===== config.mk =====
export PLATFORM = sky130hd
export DESIGN_NAME = if_stage
export DESIGN_NICKNAME = d
export VERILOG_FILES = /design/src/rtl/if_stage.sv
export SDC_FILE = /design/constraint.sdc
export NUM_CORES = 1
export LEC_CHECK = 0
export ABC_AREA = 0
export CAP_MARGIN = 20
export CORE_MARGIN = 4
export CORE_UTILIZATION = 45
export DETAILED_ROUTE_END_ITERATION = 12
export PLACE_DENSITY = 0.81
export SLEW_MARGIN = 25
export SYNTH_ARGS = -nofsm -noshare
export SYNTH_HDL_FRONTEND = slang
export SYNTH_SLANG_ARGS = --single-unit

===== constraint.sdc =====
create_clock -name clk -period 5.4 [get_ports clk]
set_input_delay 0.81 -clock clk [delete_from_list [all_inputs] [get_ports clk]]
set_output_delay 0.81 -clock clk [all_outputs]
set_load 0.005 [all_outputs]

===== src/rtl/if_stage.sv =====
// Instruction fetch stage: PC register, ROM address generation, IF/ID pipeline register
// and a fetch-fault state entered on misaligned or out-of-range fetch/redirect targets.
module if_stage #(
    parameter logic [31:0] RESET_PC  = 32'h0000_0000,
    parameter int unsigned ROM_DEPTH = 4096
) (
    input  logic        clk,
    input  logic        rst,
    output logic [31:0] instrAddr,
    input  logic [31:0] instr,
    input  logic        stall_i,
    input  logic        flush_i,
    input  logic        redirect_i,
    input  logic [31:0] redirect_pc_i,
    output logic        id_valid_o,
    output logic [31:0] id_pc_o,
    output logic [31:0] id_instr_o,
    output logic        fetch_fault_o,
    output logic [31:0] fault_pc_o
);

    localparam logic [1:0] BOOT  = 2'd0;
    localparam logic [1:0] RUN   = 2'd1;
    localparam logic [1:0] FAULT = 2'd2;

    logic [1:0]  state;
    logic [31:0] pc;

    function automatic logic in_range(input logic [31:0] a);
        return (a[1:0] == 2'b00) && ({2'b00, a[31:2]} < ROM_DEPTH);
    endfunction

    assign instrAddr     = pc;
    assign fetch_fault_o = (state == FAULT);

    always_ff @(posedge clk or posedge rst) begin
        if (rst) begin
            state      <= BOOT;
            pc         <= RESET_PC;
            id_valid_o <= 1'b0;
            id_pc_o    <= '0;
            id_instr_o <= '0;
            fault_pc_o <= '0;
        end else begin
            case (state)
                BOOT: begin
                    state      <= RUN;
                    id_valid_o <= 1'b0;
                end
                RUN: begin
                    if (redirect_i) begin
                        id_valid_o <= 1'b0;
                        if (in_range(redirect_pc_i)) begin
                            pc <= redirect_pc_i;
                        end else begin
                            state      <= FAULT;
                            fault_pc_o <= redirect_pc_i;
                        end
                    end else if (flush_i) begin
                        id_valid_o <= 1'b0;
                    end else if (!stall_i) begin
                        // Out-of-range PC is only detected when it would actually issue
                        if (in_range(pc)) begin
                            id_valid_o <= 1'b1;
                            id_pc_o    <= pc;
                            id_instr_o <= instr;
                            pc         <= pc + 32'd4;
                        end else begin
                            state      <= FAULT;
                            fault_pc_o <= pc;
                            id_valid_o <= 1'b0;
                        end
                    end
                end
                FAULT: begin
                    id_valid_o <= 1'b0;
                    if (redirect_i) begin
                        if (in_range(redirect_pc_i)) begin
                            state <= RUN;
                            pc    <= redirect_pc_i;
                        end else begin
                            fault_pc_o <= redirect_pc_i;
                        end
                    end
                end
                default: begin
                    state      <= BOOT;
                    id_valid_o <= 1'b0;
                end
            endcase
        end
    end

endmodule


==> deck_impl_summary.md, run 1 <==
Implementation Results

Run status
  • Status: finished clean

Routing
  • Iter 0 DRT Violations: roughly 500
  • Top Metal Used: met4
  • Vias/cell: approximately 5.7
  • Met3 WL: between 1000 and 1500 µm
  • # DRC: 0
  • DRT Pass-1 Iters: 5

Global route
  • GR peak layer: met2
  • Largest net degree at the start of global routing: between 50 and 60

Pwr
  • Leakage: around 3.5 nW
  • Power density cells: about 500 nW/µm²
  • Highest ir drop seen on vdd: between 0.0003 and 0.0004 V
  • Tot Pwr: 4.03 mW

STA
  • Highest clock rate: a little under 300 MHz
  • Final Hold Slack: about 0.49 ns
  • Final period utilization: 63.3%

Placement
  • Final RePlAce weighted congestion: around 0.84
  • Place WS: 1.34 ns
  • Port bufs: roughly 200

Setup path
  • Crit. path cell count: 6
  • Terminus of the critical flop-to-flop path: instrAddr[23]$_DFFE_PP0P_
  • Crit path DRT: ~5.7 ns
  • WP buf/inv: 2
  • CP max-delay cell: or2_2

Hold path
  • Hold endpoint: fault_pc_o[15]$_DFFE_PP0P_
  • Min-delay worst type: reg -> reg

Cells and area
  • Final nets: roughly 700
  • Most frequent cells in the layout: clkdlybuf4s50_1, dfrtp_1, mux2_2
  • Finished Layout Cells: roughly 790

Clock network
  • Clock Path Buffers: 2
  • CTS tree: built

Floorplan
  • IO Count: 199

Synth
  • Distinct lib cells: 48
==> run 1: power groups by stage <==
stage | registers [mW] | clock network [mW] | logic (mW)
global placement | 1.43 | 0 | 1.34
detailed placement | 1.46 | 0 | 1.37
finish | 1.44 | 1.21 | 1.37
floorplan | 1.45 | 0 | 0.572
CTS | 1.44 | 1.23 | 1.38
global route | 1.48 | 1.28 | 1.47
==> run 1: cells by family (layout without fill, tap and decap cells) <==
kind of cell / Yosys count / in the layout / share of synthesized area, %
flops: 131 / 131 / 60.1
simple gates: 108 / 108 / 11.3
compound gates: 103 / 103 / 14.2
mux: 57 / 57 / 11.5
buf+inv: 30 / 246 / 2.68
fa+ha+maj: 1 / 1 / 0.229
==> run 1: Yosys cell counts (all sizes together) (2+ instances only) <==
library cell  number  share of area, %
nand3              8              0.73
a21oi              7              0.64
mux2i             11               2.0
a21boi             2              0.28
and2               5              0.57
nand2             19               1.3
o22ai             25               2.9
a41o               2              0.37
a31oi              2              0.23
and3               7              0.80
nor2               7              0.48
o31a               4              0.64
o2bb2ai           12               1.9
o31ai              4              0.64
or3                2              0.32
a2bb2oi           20               3.2
a221oi             3              0.48
o22a               2              0.32
buf                8               1.2
o21ai              9              0.83
inv                8              0.55
mux2              46               9.5
clkbuf            14              0.96
nor3               5              0.67
nor2b             36               4.1
o21a               2              0.28
dfrtp            131                60
nor4              12               1.5
nand4              4              0.46
==> run 1: state kept, by name, indices dropped and copies added (netlist names) <==
register and count:
instrAddr 32, id_pc_o 32, id_valid_o 1, state 2
id_instr_o 32, fault_pc_o 32
==> run 1: cell type report <==
cell class,instances,share of cell area (%)
flip-flops and latches,131,39.9
clock buffers,17,5.18
well taps,143,2.18
clock inverters,15,2.51
multi-input cells,269,24.8
repair buffers,206,25.0
inverters,8,0.396
### Sequential cells grouped by signal name, run 1

Scale: 3 px per µm.
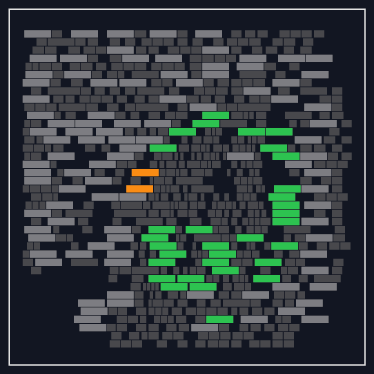
Key: orange = state [placed flops 2]; green = instrAddr [placed flops 32]
Another 97 sequential cells are not colored.

### The metal 3 layer, run 1

Scale: 2 px per µm. Cells faint in the background.
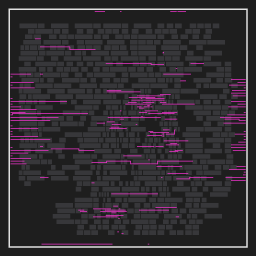
The wires run mostly horizontal. The layer holds 6.9% of the routed length. The layer carries 1,110 µm of wire.
Global Route met3 Usage: 7.35%
drt total wl: 16,100 µm
vias: 4,505

### Cell classes on the final placement, run 1

Scale: 4 px per µm.
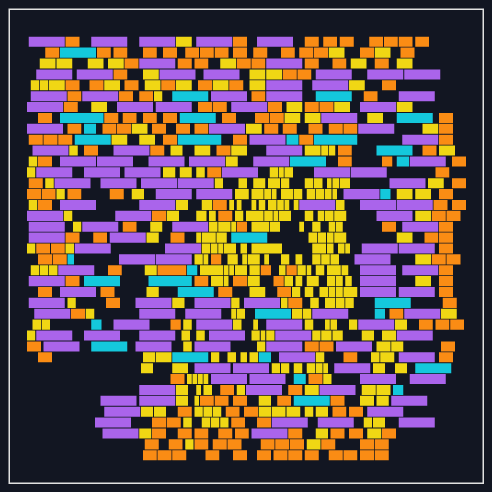
Key: yellow = all other logic [cells 277, share of their area 26%]; orange = other buffers and delay cells [cells 206, share of their area 26%]; cyan = clock drivers and dummy loads [cells 32, share of their area 7.9%]; purple = flip-flops [cells 131, share of their area 41%]

==> run 2, diff against run 1 <==
- clock period: 5.4 -> 3.17 ns (I/O delays scaled with it)
### The metal 3 layer, run 2

Scale: 2 px per µm. Cells faint in the background.
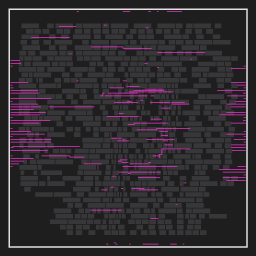
vias: 4,511
Global Route met3 Usage: 7.21%
drt total wl: 16,500 µm

==> deck_impl_summary.md, run 2 <==
Implementation Results

Run status
  • Status: finished clean

Setup path
  • Terminus of the critical flop-to-flop path: id_instr_o[23]$_DFFE_PP0P_
  • Crit path DRT: 3.47 ns
  • Crit Path Category: reg -> reg
  • R2R Setup Slk: 0.68 ns
  • CP max-delay cell: or3_4

Placement
  • Final RePlAce weighted congestion: 0.866
  • Dpl cells: around 760
  • Place WS: roughly 0.32 ns

Synth
  • Synth top cells by count: dfrtp_1, mux2_2, nor2b_1, o22ai_1, a2bb2oi_1
  • Area share of the largest cell type after synthesis: ~60%
  • Top area cell types: dfrtp_1, mux2_2, nor2b_1
  • Top-count cell post-synth: dfrtp_1
  • Yosys top cell by area: dfrtp_1
  • Distinct lib cells: 48
  • Mapped Avg Cell Area: 12.7 µm²

Global route
  • Initial antenna violation count: 0
  • Vias in the first global route: slightly below 5,000
  • Largest net degree at the start of global routing: ~53

Routing
  • Iter 0 DRT Violations: around 410
  • Vias/cell: approximately 5.7
  • DRT Pass-1 Iters: 5
  • # DRC: 0

Pwr
  • Tot Pwr: 6.86 mW
  • Highest ir drop seen on vdd: roughly 0.00055 V
  • Leakage: between 3 and 4 nW
  • Power density cells: approximately 830 nW/µm²

Hold path
  • Hold endpoint: fault_pc_o[1]$_DFFE_PP0P_
  • Hold depth: 1

Clock network
  • CTS tree: built
  • Postcts setup bufs: 0
  • CTS sink count: approximately 130
  • Clock Path Buffers: 2

STA
  • Final period utilization: roughly four fifths
  • Highest clock rate: roughly 400 MHz
  • Setup_tns: 0 ns
  • Final setup vio count: 0
  • Final Hold Slack: ~0.49 ns
  • RSZ-0062 raised after global routing: false

Cells and area
  • Final nets: 709
  • Most frequent logic cell in the layout: clkdlybuf4s50_1
  • Most frequent cells in the layout: clkdlybuf4s50_1, dfrtp_1, mux2_2

Floorplan
  • IO Count: 199
### Cell outlines without signal wires, run 2

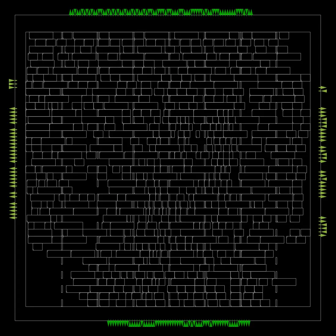
Cell Rows: 39
post-layout util: 70.9%
Filler cells: 822

-- run 2: area by class of cell --
class / instances / area [µm²]
fillers: 822 / 3390
flip-flops and latches: 131 / 3280
repair buffers: 212 / 2120
multi-input cells: 269 / 2030
clock buffers: 24 / 502
well taps: 143 / 179
clock inverters: 8 / 123
inverters: 8 / 33.8
-- run 2: worst max-delay path, delay by kind of cell, from the launching register on --
family        cells  cell delay (ns)
mux               1             0.39
simple gates      4             1.27
buf+inv           1             0.27
flops             1             0.42
-- run 2: routing by layer --
metal	track usage (%)	share of wire [%]	vias to the layer above	routed length (µm)
li1	-	-	2031	-
met1	28.8	39	2253	6470
met2	40.7	51	182	8460
met3	7.21	6.4	45	1060
met4	10.3	3.3	0	546
met5	0	0	-	0
-- run 2: cell families after synthesis --
kind of cell	synth area share, %
compound gates	14.2
fa+ha+maj	0.229
buf+inv	2.68
flops	60.1
mux	11.5
simple gates	11.3
-- run 2: worst max-delay path by stage --
stage	start	to	slack (ns)	cells past startpoint
after floorplan	instrAddr[16]$_DFFE_PP0P_	id_instr_o[0]$_DFFE_PP0P_	0.93	6
after global placement	redirect_i	fault_pc_o[21]$_DFFE_PP0P_	0.50	6
after detailed placement	redirect_i	fault_pc_o[2]$_DFFE_PP0P_	0.32	7
after CTS	instrAddr[27]$_DFFE_PP0P_	id_instr_o[23]$_DFFE_PP0P_	0.69	6
after global routing	state[0]$_DFFE_PP0P_	fault_pc_o[2]$_DFFE_PP0P_	0.51	6
final	instrAddr[28]$_DFFE_PP0P_	id_instr_o[23]$_DFFE_PP0P_	0.68	6
-- run 2: where the power goes --
| part | internal (mW) | switching, mW |
|---|---|---|
| logic | 1.44 | 0.925 |
| clock network | 1.34 | 0.701 |
| registers | 2.15 | 0.311 |
| total | 4.92 | 1.94 |
No activity file was given, so power comes from the tool's default toggle rates.
